--- config.mk ---
export PLATFORM = sky130hd
export DESIGN_NAME = alu_seq_ctrl_flat
export DESIGN_NICKNAME = d
export VERILOG_FILES = /design/src/rtl/alu_seq_pkg.sv /design/src/rtl/alu_seq_ctrl_if.sv /design/src/rtl/alu_seq_step.sv /design/src/rtl/alu_seq_ctrl.sv /design/src/flat_wrapper.sv
export SDC_FILE = /design/constraint.sdc
export NUM_CORES = 1
export LEC_CHECK = 0
export CAP_MARGIN = 5
export CORE_MARGIN = 2
export CORE_UTILIZATION = 35
export DETAILED_ROUTE_END_ITERATION = 16
export GPL_ROUTABILITY_DRIVEN = 1
export SLEW_MARGIN = 20
export SYNTH_ARGS = -nofsm -noshare
export SYNTH_HDL_FRONTEND = slang
export SYNTH_SLANG_ARGS = --single-unit
--- constraint.sdc ---
create_clock -name clk -period 2.1 [get_ports clk]
set_input_delay 0.315 -clock clk [delete_from_list [all_inputs] [get_ports clk]]
set_output_delay 0.315 -clock clk [all_outputs]
set_load 0.005 [all_outputs]
--- src/rtl/alu_seq_pkg.sv ---
// Shared constants, encodings and flag helpers for the alu_seq_ctrl sequencer.
package alu_seq_pkg;
  localparam int WIDTH = 8;
  localparam int ITER  = 8;
  localparam int CW    = $clog2(ITER);

  typedef enum logic [1:0] {
    OP_ADD = 2'b00,
    OP_SUB = 2'b01,
    OP_MUL = 2'b10,
    OP_DIV = 2'b11
  } op_e;

  typedef enum logic [2:0] {
    ST_IDLE   = 3'd0,
    ST_ADDSUB = 3'd1,
    ST_MUL    = 3'd2,
    ST_DIV    = 3'd3,
    ST_DONE   = 3'd4
  } state_e;

  localparam int FLG_ERR = 4;
  localparam int FLG_C   = 3;
  localparam int FLG_V   = 2;
  localparam int FLG_N   = 1;
  localparam int FLG_Z   = 0;

  function automatic logic [4:0] mk_flags(input logic err, c, v, n, z);
    logic [4:0] f;
    f          = '0;
    f[FLG_ERR] = err;
    f[FLG_C]   = c;
    f[FLG_V]   = v;
    f[FLG_N]   = n;
    f[FLG_Z]   = z;
    return f;
  endfunction
endpackage

--- src/rtl/alu_seq_ctrl_if.sv ---
// Request/response bus between the instruction decoder (master) and the sequencer (slave).
interface alu_seq_ctrl_if;
  import alu_seq_pkg::*;
  logic             req_valid;
  logic             req_ready;
  logic [1:0]       req_op;
  logic [WIDTH-1:0] req_a;
  logic [WIDTH-1:0] req_b;
  logic             rsp_valid;
  logic             rsp_ready;
  logic [WIDTH-1:0] rsp_lo;
  logic [WIDTH-1:0] rsp_hi;
  logic [4:0]       rsp_flags;

  modport master (output req_valid, req_op, req_a, req_b, rsp_ready,
                  input  req_ready, rsp_valid, rsp_lo, rsp_hi, rsp_flags);
  modport slave  (input  req_valid, req_op, req_a, req_b, rsp_ready,
                  output req_ready, rsp_valid, rsp_lo, rsp_hi, rsp_flags);
endinterface

--- src/rtl/alu_seq_step.sv ---
// One MUL (shift-add) or DIV (restoring) iteration; hi/lo hold acc_hi/acc_lo or R/Q.
// DIV path only present with ALU_SEQ_DIV_EN defined.
module alu_seq_step
  import alu_seq_pkg::*;
(
`ifdef ALU_SEQ_DIV_EN
  input  logic             is_div,
`endif
  input  logic [WIDTH-1:0] hi,
  input  logic [WIDTH-1:0] lo,
  input  logic [WIDTH-1:0] add_z,
  input  logic             add_c8,
  output logic [WIDTH-1:0] trial_x,
  output logic [WIDTH-1:0] nxt_hi,
  output logic [WIDTH-1:0] nxt_lo
);
  logic [WIDTH:0] sum_hi;

  always_comb begin
    trial_x = hi;
    sum_hi  = lo[0] ? {add_c8, add_z} : {1'b0, hi};
    nxt_hi  = sum_hi[WIDTH:1];
    nxt_lo  = {sum_hi[0], lo[WIDTH-1:1]};
`ifdef ALU_SEQ_DIV_EN
    if (is_div) begin
      // Shifted-out MSB means R already exceeds any 8-bit divisor.
      trial_x = {hi[WIDTH-2:0], lo[WIDTH-1]};
      if (hi[WIDTH-1] | add_c8) begin
        nxt_hi = add_z;
        nxt_lo = {lo[WIDTH-2:0], 1'b1};
      end else begin
        nxt_hi = trial_x;
        nxt_lo = {lo[WIDTH-2:0], 1'b0};
      end
    end
`endif
  end
endmodule

--- src/rtl/alu_seq_ctrl.sv ---
// Sequencer driving the external 8-bit add/sub unit for ADD/SUB/MUL/DIV requests.
// Build option: ALU_SEQ_DIV_EN enables the restoring divider; otherwise DIV returns err.
module alu_seq_ctrl
  import alu_seq_pkg::*;
(
  input  logic             clk,
  input  logic             rst_n,
  alu_seq_ctrl_if.slave    bus,
  output logic [WIDTH-1:0] add_x,
  output logic [WIDTH-1:0] add_y,
  output logic             add_select,
  output logic             add_start,
  input  logic [WIDTH-1:0] add_z,
  input  logic             add_c8,
  input  logic             add_overflow,
  input  logic             add_negative,
  input  logic             add_zero
);
  localparam logic [CW-1:0] LAST = CW'(ITER - 1);

  state_e           state_q, state_d;
  op_e              op_q, op_d;
  logic [WIDTH-1:0] a_q, a_d, b_q, b_d, hi_q, hi_d, lo_q, lo_d;
  logic [CW-1:0]    cnt_q, cnt_d;
  logic             rsp_valid_q, rsp_valid_d;
  logic [WIDTH-1:0] rsp_lo_q, rsp_lo_d, rsp_hi_q, rsp_hi_d;
  logic [4:0]       rsp_flags_q, rsp_flags_d;
  logic [WIDTH-1:0] step_x, step_hi, step_lo;

  alu_seq_step u_step (
`ifdef ALU_SEQ_DIV_EN
    .is_div  (state_q == ST_DIV),
`endif
    .hi      (hi_q),
    .lo      (lo_q),
    .add_z   (add_z),
    .add_c8  (add_c8),
    .trial_x (step_x),
    .nxt_hi  (step_hi),
    .nxt_lo  (step_lo)
  );

  always_comb begin
    state_d     = state_q;
    op_d        = op_q;
    a_d         = a_q;
    b_d         = b_q;
    hi_d        = hi_q;
    lo_d        = lo_q;
    cnt_d       = cnt_q;
    rsp_valid_d = rsp_valid_q;
    rsp_lo_d    = rsp_lo_q;
    rsp_hi_d    = rsp_hi_q;
    rsp_flags_d = rsp_flags_q;
    case (state_q)
      ST_IDLE: if (bus.req_valid) begin
        op_d  = op_e'(bus.req_op);
        a_d   = bus.req_a;
        b_d   = bus.req_b;
        cnt_d = '0;
        hi_d  = '0;
        case (op_e'(bus.req_op))
          OP_MUL: begin state_d = ST_MUL; lo_d = bus.req_b; end
`ifdef ALU_SEQ_DIV_EN
          OP_DIV: begin state_d = ST_DIV; lo_d = bus.req_a; end
`endif
          default: state_d = ST_ADDSUB;
        endcase
      end
      ST_ADDSUB: begin
        // Without the divider, op 11 also passes through here as an error response.
        state_d     = ST_DONE;
        rsp_valid_d = 1'b1;
        rsp_hi_d    = '0;
        if (op_q[1]) begin
          rsp_lo_d    = '0;
          rsp_flags_d = mk_flags(1'b1, 1'b0, 1'b0, 1'b0, 1'b0);
        end else begin
          rsp_lo_d    = add_z;
          rsp_flags_d = mk_flags(1'b0, add_c8, add_overflow, add_negative, add_zero);
        end
      end
      ST_MUL: begin
        hi_d  = step_hi;
        lo_d  = step_lo;
        cnt_d = cnt_q + CW'(1);
        if (cnt_q == LAST) begin
          state_d     = ST_DONE;
          rsp_valid_d = 1'b1;
          rsp_lo_d    = step_lo;
          rsp_hi_d    = step_hi;
          rsp_flags_d = mk_flags(1'b0, step_hi != '0, 1'b0, 1'b0,
                                 {step_hi, step_lo} == '0);
        end
      end
`ifdef ALU_SEQ_DIV_EN
      ST_DIV: begin
        if (b_q == '0) begin
          state_d     = ST_DONE;
          rsp_valid_d = 1'b1;
          rsp_lo_d    = '1;
          rsp_hi_d    = a_q;
          rsp_flags_d = mk_flags(1'b1, 1'b0, 1'b0, 1'b0, 1'b0);
        end else begin
          hi_d  = step_hi;
          lo_d  = step_lo;
          cnt_d = cnt_q + CW'(1);
          if (cnt_q == LAST) begin
            state_d     = ST_DONE;
            rsp_valid_d = 1'b1;
            rsp_lo_d    = step_lo;
            rsp_hi_d    = step_hi;
            rsp_flags_d = mk_flags(1'b0, 1'b0, 1'b0, 1'b0, step_lo == '0);
          end
        end
      end
`endif
      ST_DONE: if (bus.rsp_ready) begin
        state_d     = ST_IDLE;
        rsp_valid_d = 1'b0;
      end
      default: state_d = ST_IDLE;
    endcase
  end

  always_comb begin
    add_x      = '0;
    add_y      = '0;
    add_select = 1'b0;
    add_start  = 1'b0;
    case (state_q)
      ST_ADDSUB: if (!op_q[1]) begin
        add_x      = a_q;
        add_y      = b_q;
        add_select = op_q[0];
        add_start  = 1'b1;
      end
      ST_MUL: begin
        add_x = step_x;
        add_y = a_q;
      end
`ifdef ALU_SEQ_DIV_EN
      ST_DIV: begin
        add_x      = step_x;
        add_y      = b_q;
        add_select = 1'b1;
      end
`endif
      default: ;
    endcase
  end

  always_ff @(posedge clk or negedge rst_n) begin
    if (!rst_n) begin
      state_q     <= ST_IDLE;
      op_q        <= OP_ADD;
      a_q         <= '0;
      b_q         <= '0;
      hi_q        <= '0;
      lo_q        <= '0;
      cnt_q       <= '0;
      rsp_valid_q <= 1'b0;
      rsp_lo_q    <= '0;
      rsp_hi_q    <= '0;
      rsp_flags_q <= '0;
    end else begin
      state_q     <= state_d;
      op_q        <= op_d;
      a_q         <= a_d;
      b_q         <= b_d;
      hi_q        <= hi_d;
      lo_q        <= lo_d;
      cnt_q       <= cnt_d;
      rsp_valid_q <= rsp_valid_d;
      rsp_lo_q    <= rsp_lo_d;
      rsp_hi_q    <= rsp_hi_d;
      rsp_flags_q <= rsp_flags_d;
    end
  end

  assign bus.req_ready = (state_q == ST_IDLE);
  assign bus.rsp_valid = rsp_valid_q;
  assign bus.rsp_lo    = rsp_lo_q;
  assign bus.rsp_hi    = rsp_hi_q;
  assign bus.rsp_flags = rsp_flags_q;
endmodule

--- src/flat_wrapper.sv ---
// flat-port wrapper written by rule: the top's interface ports become plain ports
module alu_seq_ctrl_flat import alu_seq_pkg::*;
  (clk, rst_n, add_x, add_y, add_select, add_start, add_z, add_c8, add_overflow, add_negative, add_zero, bus_req_valid, bus_req_op, bus_req_a, bus_req_b, bus_rsp_ready, bus_req_ready, bus_rsp_valid, bus_rsp_lo, bus_rsp_hi, bus_rsp_flags);
  alu_seq_ctrl_if bus_i ();
  input  logic clk;
  input  logic rst_n;
  output logic [WIDTH-1:0] add_x;
  output logic [WIDTH-1:0] add_y;
  output logic add_select;
  output logic add_start;
  input  logic [WIDTH-1:0] add_z;
  input  logic add_c8;
  input  logic add_overflow;
  input  logic add_negative;
  input  logic add_zero;
  input wire logic [$bits(bus_i.req_valid)-1:0] bus_req_valid;
  input wire logic [$bits(bus_i.req_op)-1:0] bus_req_op;
  input wire logic [$bits(bus_i.req_a)-1:0] bus_req_a;
  input wire logic [$bits(bus_i.req_b)-1:0] bus_req_b;
  input wire logic [$bits(bus_i.rsp_ready)-1:0] bus_rsp_ready;
  output wire logic [$bits(bus_i.req_ready)-1:0] bus_req_ready;
  output wire logic [$bits(bus_i.rsp_valid)-1:0] bus_rsp_valid;
  output wire logic [$bits(bus_i.rsp_lo)-1:0] bus_rsp_lo;
  output wire logic [$bits(bus_i.rsp_hi)-1:0] bus_rsp_hi;
  output wire logic [$bits(bus_i.rsp_flags)-1:0] bus_rsp_flags;
  assign bus_i.req_valid = bus_req_valid;
  assign bus_i.req_op = bus_req_op;
  assign bus_i.req_a = bus_req_a;
  assign bus_i.req_b = bus_req_b;
  assign bus_i.rsp_ready = bus_rsp_ready;
  assign bus_req_ready = bus_i.req_ready;
  assign bus_rsp_valid = bus_i.rsp_valid;
  assign bus_rsp_lo = bus_i.rsp_lo;
  assign bus_rsp_hi = bus_i.rsp_hi;
  assign bus_rsp_flags = bus_i.rsp_flags;
  alu_seq_ctrl u_core (.clk(clk), .rst_n(rst_n), .bus(bus_i), .add_x(add_x), .add_y(add_y), .add_select(add_select), .add_start(add_start), .add_z(add_z), .add_c8(add_c8), .add_overflow(add_overflow), .add_negative(add_negative), .add_zero(add_zero));
endmodule
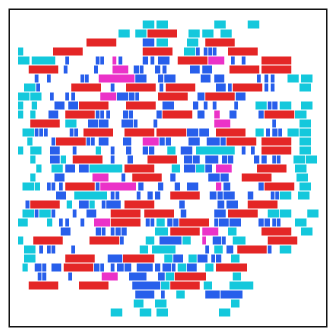
(images/placement_by_type.png)
colour	class	cells
magenta	clock drivers and dummy loads	16
red	sequential cells	62
blue	combinational and other logic	218
cyan	remaining buffers and delay cells	104
final core utilization: 51.10%
flip-flop and latch share of the layout cell area: 37.23%

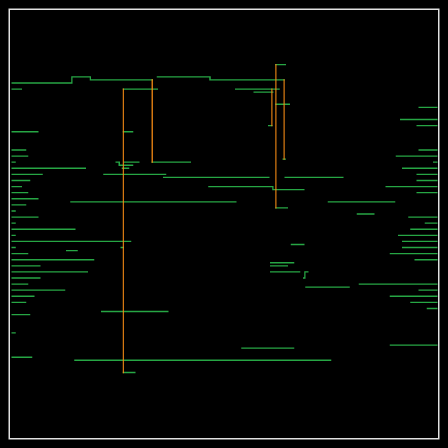
(images/wires.png)
Only two layers are drawn.
colour	layer	wire length
green	metal 3	710 um
orange	metal 4	139 um
total wirelength of the detailed-routed design: 8626 um
average wire per standard cell: 17.08 um
total via count in the routed design: 2656

==> out/qor.yml <==
gp_congestion: 0.7822
max_freq_mhz: 500.4
placement.cell_area_mm2: 0.003851
synth-warning-count: 0
power.switching_fraction_pct: 37.47
outcome: "finished, final reports clean"
hpwlAfterDp_um: 5637
floorplan.nets: 335
signal_buffers: 104
area_occupied_by_multi_input_gates_mm2: 0.001290
end_point_of_the_critical_path: "add_x[0]"
area.share.combinational_pct: 30.88
yosys.cell_types.count: 43
critical_path_arrival_ns: 1.68
ctsLongestPathBuffers: 2
r2r-start: "u_core.state_q[2]"
remaining_drc_errors: 0
area_growth_pct: 42.57
ys_ff: 62
power.net_switching_mw: 2.241
critical_path.reg2reg.endpoint: "u_core.bus.rsp_lo[1]"
clk_pin_slew_ns: 0.07
synth_top_cell_by_count: "sky130_fd_sc_hd__nand2_1"
worstSkewPairLatency_ns: 0.35
cellInternalPower_mw: 3.740
cp_required_ns: 1.78
grt_util_met3_pct: 4.664
non_clock_inverter_count: 0
cp.depth: 6
num_rows: 33
clock_tree.htree_level_count: 3
worstPathCellList: "buf_4 -> nor3b_4 -> buf_4 -> buf_12 -> a22o_1 -> clkbuf_2"
global_route.overflow_total: 0
tapcell.inserted: 105
ys_seq_share_pct: 52.95
cpMaxStageDelayCell: "sky130_fd_sc_hd__dfrtp_2"
layout.buffer.nonclock.area_share_pct: 23.60
power.share.clock_pct: 19.7
min_period_ns: 1.998
final-clk-cell-share_pct: 5.151
track_usage_pct: 20.19
tritoncts: "built"
crit_fanout: 9
layout.clock_buffers: 12
adder_share_pct: 0.8540
skew_ns: 0.009012
combinationalPowerShare_pct: 44.4
path_delay_family: "buffers and inverters"
warnings: 26
power_per_cell_area_mw_per_mm2: 1432
max-cap-violations: 0
start_kind: "register"
post_synth_inst_count: 299
stdcell_area_mm2: 0.004178
antenna_left: 0
pg_seq_mw: 2.14
clock_sinks: 62
timing.reg2reg.worst_path_depth: 9
fp-utilization_pct: 35.84
yosys.area_share.aoi_pct: 15.24
timing.critical_path.slowest_cell_delay_ns: 0.42
pin_count: 75
netlist_area_mm2: 0.002930
hold_end: "u_core.bus.rsp_flags[2]"
ctsResizeCount: 44
netlist_top_cells_count: "sky130_fd_sc_hd__nand2_1, sky130_fd_sc_hd__dfrtp_1, sky130_fd_sc_hd__o21ai_0"
largest_area_cell: "sky130_fd_sc_hd__dfrtp_1"
post-cts-setup-buffers: 8
worstSetupPathType: "reg -> out"
synth_async_sr_flop_share_pct: 100.0
crit_path_start: "u_core.state_q[2]"
timing_hold_violations_final: 0
globalRouteMet2Util_pct: 29.69
first_global_vias: 2576
yosys_cells: 299
numCtsBuffers: 9
worstMarginPinSlew_ns: 0.5647
numPlacedInstances: 476
rrSetupSlack_ns: 0.11
cts-root-buf: "sky130_fd_sc_hd__clkbuf_8"
seq_area_mm2: 0.001555
